Design mac_window_loader_flat, sky130hd; sources not shown.
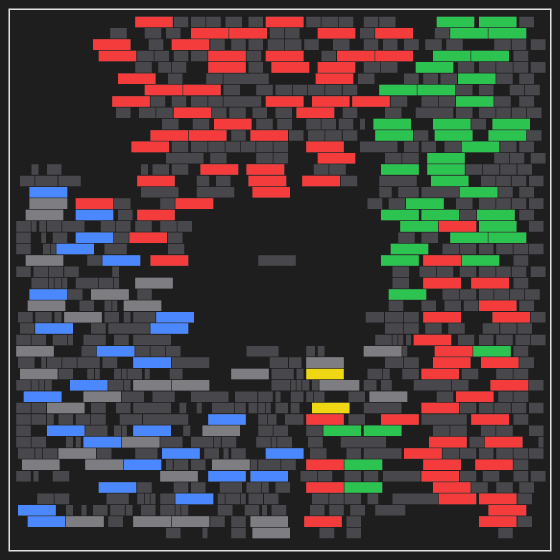
flops_by_reg.png
Other sequential cells in the stronger grey, the rest of the logic in the fainter grey.
u_core.pend_data: drawn in blue, placed flops 26. u_core.mac_pixels: drawn in green, placed flops 40. u_core.dbg_state: drawn in yellow, placed flops 2. u_core.mac_weights: drawn in red, placed flops 76, where all over the die.
sequential fraction of total cell area: 0.4422
footprint of the flip-flops and latches: 4380 µm²
final design utilization: 0.6236
power drawn by the sequential cells: 0.00228 W

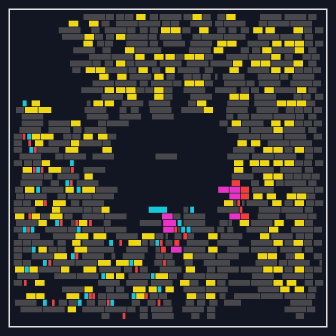
logic_types.png
mux cells: drawn in yellow, cells 169, most used mux2_2, where all over the die. nand cells: drawn in red, cells 37, most used nand2_1. fa/ha/maj cells: drawn in magenta, cells 8, most used ha_1. aoi and oai cells: drawn in cyan, cells 32, most used o21ai_0.
fraction of standard cell area in multi-input logic: 0.2487
most common library cell in the layout ignoring fill and taps: sky130_fd_sc_hd__clkdlybuf4s50_1
tally of non-filler cells in the final layout: 893

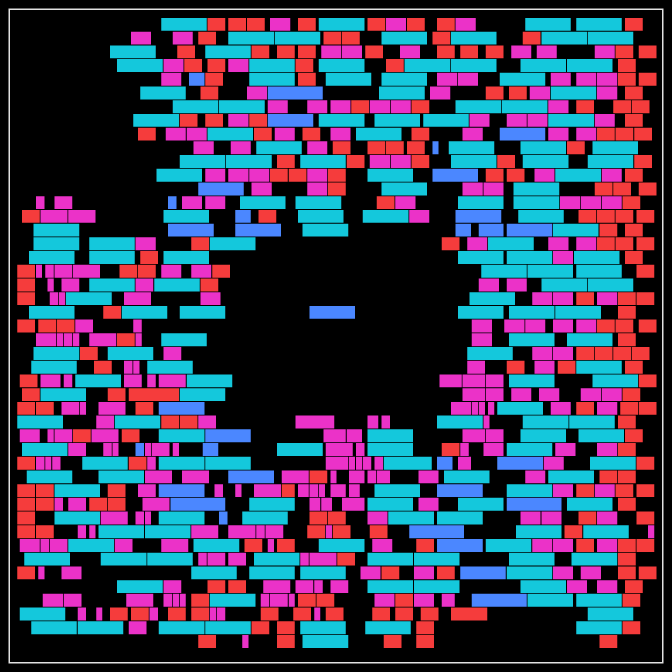
placement_by_type.png
remaining buffers and delay cells: drawn in red, cells 209, share of their area 22%. sequential cells: drawn in cyan, cells 175, share of their area 45%. combinational and other logic: drawn in magenta, cells 261, share of their area 26%. clock drivers and dummy loads: drawn in blue, cells 32, share of their area 6.8%.
Rows: 46
area inside the core boundary: 15890 µm²
final non-filler cell area: 9906 µm²

==> flow_summary.yaml <==
# physical design summary
clock_tree:
  clock_tree_from_tritoncts: "done"
  postCtsSetupRepairBufs: 0
  cts.reportedPaths.clkPinSlew_ns: 0.07
  clkLatencyLatePin_ns: 0.42
  tritoncts_num_sinks: 175
flow_run:
  number_of_warnings_the_tools_reported: 34
  drv_cap: 0
worst_hold_path:
  worstHoldPathCells: 2
global_route:
  grt_use_met3: 0.06936
  grt_pass1_wl_um: 25210
  first_global_vias: 4776
final_layout:
  sequential_cell_total: 175
  nNetsFinal: 732
  final-comb-area_um2: 2464
  mostFrequentLayoutCells: "206 x sky130_fd_sc_hd__clkdlybuf4s50_1, 174 x sky130_fd_sc_hd__dfrtp_1, 123 x sky130_fd_sc_hd__mux2_2"
  largest_register_ffs: 76
  n_clock_buffer: 19
  signal_buffer_area_fraction: 0.2137
  antenna_cells_inserted: 0
  nNonClkBuffers: 209
  biggestCellCategory: "flip-flops and latches"
  comb_cells: 256
logic_synthesis:
  synth.yosys.seq_area_share: 0.6282
  most_common_cell: "sky130_fd_sc_hd__dfrtp_1"
  number_of_synthesized_flops_with_an_enable_pin: 0
  yosysChipArea_um2: 6973
  netlist_area_um2: 6973
  yosys.area.top_type: "sky130_fd_sc_hd__dfrtp_1"
  synth-xor-area-share: 0
  floorplan.nets: 528
  syn-mean-instance-area_um2: 15.16
final_timing:
  worst_hold_margin_ns: 0.4871
  setup-tns-final_ns: 0
  worstMarginPinSlew_ns: 1.016
  fin_worst_skew_ns: 0.007186
  final_report_hold_violation_count: 0
  worst_slack_ns: 2.294
  fmax_mhz: 322.0
  timing_max_transition_violations_final: 0
placed_design:
  post-dp-hpwl_um: 10940
floorplan:
  die.size.y_um: 129.3
  floorplan.die_area_um2: 16730
  floorplan.tapcells: 216
pwr:
  p_sw_frac: 0.2933
  clockNetworkPower_w: 0.00134
  power_top_consumer: "combinational logic"
  total_leakage_power_nw: 4.264
  power.combinational.total_w: 0.00245
run_status:
  status: "complete, no violations"
drt:
  avgViaCountPerCell: 4.987
  num_vias: 4453
  met3_wirelength_um: 1253
  drt-initial-drc-count: 126
  drt-wirelength-per-cell_um: 17.91
worst_setup_path:
  slowest_stage_cell_cp: "sky130_fd_sc_hd__clkdlybuf4s50_1"
  r2r_slack_ns: 2.84
  r2r.worst_path.cells: 6
  critPathKind: "reg -> out"
  worstPathBufferInverterCount: 2
  critical_path_depth: 3
No activity file was given, so power comes from the tool's default toggle rates.
